### config.mk
export PLATFORM = sky130hd
export DESIGN_NAME = gshare_multislot_bp
export DESIGN_NICKNAME = d
export VERILOG_FILES = /design/src/rtl/gshare_multislot_bp.sv
export SDC_FILE = /design/constraint.sdc
export NUM_CORES = 2
export LEC_CHECK = 0
export ABC_CLOCK_PERIOD_IN_PS = 21000
export CAP_MARGIN = 20
export CORE_AREA = 10 10 211 412
export DETAILED_ROUTE_END_ITERATION = 10
export DIE_AREA = 0 0 221 422
export PLACE_DENSITY = 0.55
export SLEW_MARGIN = 30
export SYNTH_ARGS = -nofsm -noshare
export SYNTH_HDL_FRONTEND = slang
export SYNTH_SLANG_ARGS = --single-unit
### constraint.sdc
create_clock -name clk -period 21 [get_ports clk]
set_input_delay 2.1 -clock clk [delete_from_list [all_inputs] [get_ports clk]]
set_output_delay 2.1 -clock clk [all_outputs]
set_load 0.01 [all_outputs]
### src/rtl/gshare_multislot_bp.sv
// Multi-slot gshare branch predictor: per-slot PHT lookup under speculative history,
// checkpointed history per slot, EX-side training and mispredict recovery.
module gshare_multislot_bp #(
    parameter int unsigned WIDTH     = 32,
    parameter int unsigned FETCH_W   = 2,
    parameter int unsigned GHR_BITS  = 8,
    parameter int unsigned PHT_DEPTH = 256,
    parameter logic [1:0]  CTR_INIT  = 2'b01,
    parameter int unsigned CNT_W     = 16
) (
    input  logic                         clk,
    input  logic                         rst,
    input  logic [WIDTH-1:0]             pred_pc,
    input  logic [FETCH_W-1:0]           pred_valid,
    input  logic                         stall,
    output logic [FETCH_W-1:0]           pred_taken,
    output logic [FETCH_W*GHR_BITS-1:0]  pred_ghr,
    input  logic                         upd_valid,
    input  logic [WIDTH-1:0]             upd_pc,
    input  logic [GHR_BITS-1:0]          upd_ghr,
    input  logic                         upd_taken,
    input  logic                         upd_mispredict,
    output logic [CNT_W-1:0]             mispredict_cnt
);

    localparam int unsigned IDX_BITS = $clog2(PHT_DEPTH);

    logic [1:0]          pht_q [PHT_DEPTH];
    logic [GHR_BITS-1:0] ghr_q, ghr_d, ghr_fetch;
    logic [CNT_W-1:0]    cnt_q, cnt_d;
    logic [IDX_BITS-1:0] upd_idx;
    logic [1:0]          upd_ctr, upd_ctr_next;
    logic                upd_mis_valid;

    // History is zero-extended or truncated to the index width.
    function automatic logic [IDX_BITS-1:0] fit_hist(input logic [GHR_BITS-1:0] h);
        logic [IDX_BITS-1:0] r;
        r = '0;
        for (int b = 0; b < IDX_BITS; b++) begin
            if (b < GHR_BITS) r[b] = h[b];
        end
        return r;
    endfunction

    always_comb begin
        logic [GHR_BITS-1:0] h;
        logic [IDX_BITS+1:0] pc_lo;
        logic [IDX_BITS-1:0] idx;
        logic                seen;
        logic                done;
        pred_taken = '0;
        pred_ghr   = '0;
        h          = ghr_q;
        seen       = 1'b0;
        done       = 1'b0;
        ghr_fetch  = ghr_q;
        for (int i = 0; i < FETCH_W; i++) begin
            pred_ghr[i*GHR_BITS +: GHR_BITS] = h;
            pc_lo = pred_pc[IDX_BITS+1:0] + (IDX_BITS+2)'(4 * i);
            idx   = pc_lo[IDX_BITS+1:2] ^ fit_hist(h);
            if (pred_valid[i] && pht_q[idx][1] && !seen) begin
                pred_taken[i] = 1'b1;
                seen          = 1'b1;
            end
            if (pred_valid[i] && !pred_taken[i]) h = {h[GHR_BITS-2:0], 1'b0};
            // Committed fetch history stops after the first taken slot.
            if (pred_valid[i] && !done) begin
                ghr_fetch = {ghr_fetch[GHR_BITS-2:0], pred_taken[i]};
                done      = pred_taken[i];
            end
        end
    end

    assign upd_mis_valid = upd_valid & upd_mispredict;
    assign upd_idx       = upd_pc[IDX_BITS+1:2] ^ fit_hist(upd_ghr);
    assign upd_ctr       = pht_q[upd_idx];

    always_comb begin
        upd_ctr_next = upd_ctr;
        if (upd_taken && upd_ctr != 2'b11) begin
            upd_ctr_next = upd_ctr + 2'b01;
        end else if (!upd_taken && upd_ctr != 2'b00) begin
            upd_ctr_next = upd_ctr - 2'b01;
        end
    end

    always_comb begin
        ghr_d = ghr_q;
        if (upd_mis_valid) begin
            ghr_d = {upd_ghr[GHR_BITS-2:0], upd_taken};
        end else if (!stall) begin
            ghr_d = ghr_fetch;
        end
    end

    always_comb begin
        cnt_d = cnt_q;
        if (upd_mis_valid && cnt_q != {CNT_W{1'b1}}) cnt_d = cnt_q + CNT_W'(1);
    end

    always_ff @(posedge clk or posedge rst) begin
        if (rst) begin
            ghr_q <= '0;
            cnt_q <= '0;
            for (int e = 0; e < PHT_DEPTH; e++) pht_q[e] <= CTR_INIT;
        end else begin
            ghr_q <= ghr_d;
            cnt_q <= cnt_d;
            if (upd_valid) pht_q[upd_idx] <= upd_ctr_next;
        end
    end

    assign mispredict_cnt = cnt_q;

    logic unused_bits;
    assign unused_bits = ^{pred_pc[WIDTH-1:IDX_BITS+2], upd_pc[WIDTH-1:IDX_BITS+2],
                           upd_pc[1:0], upd_ghr};

endmodule
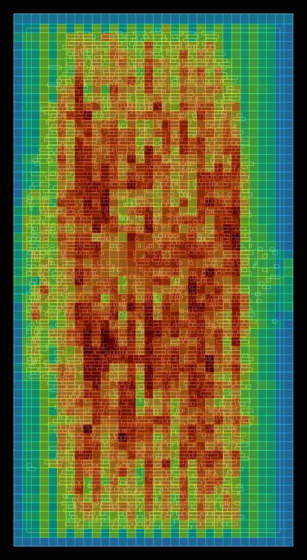
final_congestion.png
GR Util met3: 3.49%
GRT Overall Usage: 24.5%
GRT met2 Usage: 41.5%
met1 global-route usage: 27.0%
WL/cell: 32.2 um

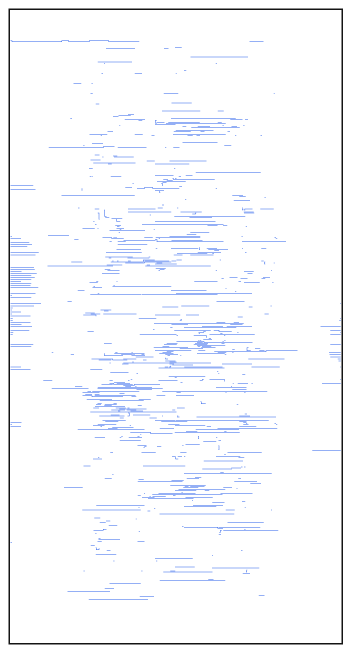
met3.png
(1.5 px per um)
- wire length on this layer: 6430 um
- longest straight run: 69.7 um
- share of all routed wire: 5.5%
via count: 23095
Routed WL: 117000 um

==> impl_report.txt <==
IMPLEMENTATION SUMMARY REPORT
----------------------------------------------------
[Run status]
  Run status ........................ finished, final reports clean

[Timing]
  Final clock period utilization by the worst path ........................ 61.7%
  Worst clock skew on the final layout ........................ 0.0312 ns
  Slew at the pin closest to its max-slew limit ........................ 1.08 ns
  Fin Hold WS ........................ 0.505 ns
  Sum of negative setup slack ........................ 0 ns
  Number of setup violations in the final report ........................ 0
  Max frequency ........................ 0.0772 GHz
  RSZ-0062 raised after global routing ........................ false
  Final hold violation count ........................ 0

[CTS]
  Number of buffers on the longest clock path ........................ 3
  Root buffer cell ........................ sky130_fd_sc_hd__clkbuf_16
  Count of buffers added by post-CTS timing repair for setup ........................ 0
  Clock tree from TritonCTS ........................ yes
  Clock sink count ........................ 536
  H-tree depth ........................ 2
  Clk latency late pin ........................ 0.63 ns

[Routing]
  Violation count after the first detailed-routing iteration ........................ 1676
  Avg Vias per Cell ........................ 6.34
  Residual DRC count ........................ 0
  Pre-Repair DR Iteration Count ........................ 6

[Logic synthesis]
  Number of register bits inferred by synthesis ........................ 536
  Cell taking the most area after synthesis ........................ sky130_fd_sc_hd__dfrtp_1
  Multiplexer area fraction after synthesis ........................ 36.6%
  Number of enable flip-flop cells ........................ 0
  Async S/R FF share, synth ........................ 100%
  Post-Synthesis Cell Area ........................ 31800 um^2
  Xor and xnor fraction of the mapped netlist area ........................ 1.68%
  Top cell type's share of synthesized area ........................ 22.0%
  Comb area leader ........................ multiplexers
  Area fraction in and, or, nand and nor cells ........................ 8.19%
  Post-synthesis share of cell area spent on and-or and or-and gates ........................ 7.06%
  Synthesized area divided by synthesized cell count ........................ 12.3 um^2
  Top-count cell post-synth ........................ sky130_fd_sc_hd__mux2_2

[Floorplan]
  Die span in x ........................ 221 um
  Placeable core region ........................ 80200 um^2
  Chip Area ........................ 93300 um^2
  Standard-cell rows ........................ 147
  Die height ........................ 422 um

[Power]
  Sequential Power Share ........................ 38.4%
  Static leakage ........................ 14.2 nW
  Combinational power share ........................ 33.0%
  Total power density per cell area ........................ 98.2 nW/um^2
  P_sw ........................ 1.27 mW
  Clock network fraction of design power ........................ 28.6%

[Flow run]
  Max Cap Viol ........................ 0

[Setup path]
  Worst path required time ........................ 18.90 ns
  Max stage delay on crit path ........................ 0.78 ns
  CP arrival ........................ 10.86 ns
  Top delay family on crit path ........................ buffers and inverters
  Maximum fanout encountered on the critical timing path ........................ 47
  Slowest cell on the critical path ........................ sky130_fd_sc_hd__buf_4
  Sort of element at the start of the critical path ........................ primary input
  Buffers & Inverters on Critical Path ........................ 7
  Class of the most critical setup path ........................ primary input to primary output
  Category of the worst setup path capture point ........................ primary output
  Critical path, cell by cell ........................ clkdlybuf4s50_1, buf_4, xnor2_4, buf_4, buf_4, mux4_2, a21oi_1, nand4_1, o21ai_1, a31oi_1, o32ai_4, a31o_1, buf_4, or2_4, buf_4, nand2_1, a31oi_1, a21oi_1, a31o_2, a311oi_1, a32oi_1, nand2_1, clkdlybuf4s50_1

[Placement]
  Half-perimeter wire length of the detailed placement result ........................ 79000 um

[GRT]
  Residual overflow from global routing ........................ 0
  Largest net degree at the start of global routing ........................ 177
  Vias in the first global route ........................ 24733

[Finish]
  Share of cells above drive strength 1 ........................ 46.1%
  Area growth from synthesis to final layout ........................ 11.4%

[Worst hold path]
  Hold crit path type ........................ flop to flop

----------------------------------------------------
## path summary, 6_finish.rpt
path / start / end / slack (ns) / cells after the start
hold / removal: mispredict_cnt[15] / mispredict_cnt[15] / 0.50 / 1
setup / recovery: pred_pc[2] / pred_taken[1] / 8.04 / 23
max in group asynchronous: rst / pht_q[33] / 16.85 / 5
min in group asynchronous: rst / pht_q[477] / 2.02 / 2
setup reg to reg: ghr_q[0] / ghr_q[0] / 12.79 / 20
hold reg to reg: mispredict_cnt[15] / mispredict_cnt[15] / 0.50 / 1
## final cells by class
class | instances | area [um^2]
timing repair buffer | 128 | 1220
clock inverter | 26 | 287
clock buffer | 70 | 1490
antenna | 1 | 2.50
inverter | 25 | 106
multi-input combinational | 1813 | 17300
fill | 7497 | 44800
sequential | 536 | 13700
tap | 1043 | 1310
## layout by cell type, fill, tap and decap left out, types with 12 or more instances in the layout
cell                              instances
sky130_fd_sc_hd__mux2i_1                 94
sky130_fd_sc_hd__a21oi_1                 35
sky130_fd_sc_hd__a31oi_1                 14
sky130_fd_sc_hd__a2111oi_0               13
sky130_fd_sc_hd__nand2_1                142
sky130_fd_sc_hd__o21ai_0                 33
sky130_fd_sc_hd__nand3_1                 45
sky130_fd_sc_hd__mux2_2                 522
sky130_fd_sc_hd__xnor2_1                 24
sky130_fd_sc_hd__dfrtp_1                279
sky130_fd_sc_hd__mux4_2                 210
sky130_fd_sc_hd__a22oi_1                 14
sky130_fd_sc_hd__o21a_1                  27
sky130_fd_sc_hd__nor2_1                 314
sky130_fd_sc_hd__nor3_1                  21
sky130_fd_sc_hd__dfstp_2                256
sky130_fd_sc_hd__xor2_1                  22
sky130_fd_sc_hd__clkbuf_16               52
sky130_fd_sc_hd__a221oi_1                12
sky130_fd_sc_hd__a211oi_1                42
sky130_fd_sc_hd__buf_4                   53
sky130_fd_sc_hd__clkbuf_8                12
sky130_fd_sc_hd__o22ai_1                 29
sky130_fd_sc_hd__inv_1                   23
sky130_fd_sc_hd__clkdlybuf4s50_1         65
sky130_fd_sc_hd__clkinv_2                14
## routing by layer
metal | track usage [%] | wire length [um] | vias to the layer above
met1 | 27.0 | 42200 | 12115
met4 | 19.6 | 10600 | 4
met2 | 41.5 | 58000 | 983
met3 | 3.49 | 6430 | 368
li1 | - | - | 9625
met5 | 0 | 28 | -
## stage by stage
step           cells  util (%)  setup slack [ns]  instance area, um^2  total power [mW]
2_1_floorplan   2577         -              4.34                31800              2.04
3_3_place_gp    3542      41.8              8.24                33500              2.45
3_5_place_dp    3543      41.9              8.25                33600              2.48
4_1_cts         3639      44.1              8.23                35400              3.48
5_1_grt         3641      44.2              7.88                35400              3.60
6_report        3642      44.2              8.04                35400              3.48
## power groups by stage
stage | clock [mW] | sequential, mW | combinational (mW)
6_report | 0.996 | 1.33 | 1.15
4_1_cts | 1.02 | 1.33 | 1.14
5_1_grt | 1.05 | 1.35 | 1.20
3_3_place_gp | 0 | 1.33 | 1.11
3_5_place_dp | 0 | 1.35 | 1.13
2_1_floorplan | 0 | 1.30 | 0.742
## flip-flops by register name, indices dropped and copies added (netlist names)
signal          count
ghr_q               8
mispredict_cnt     16
pht_q             512
Power and IR drop assume default switching activity.
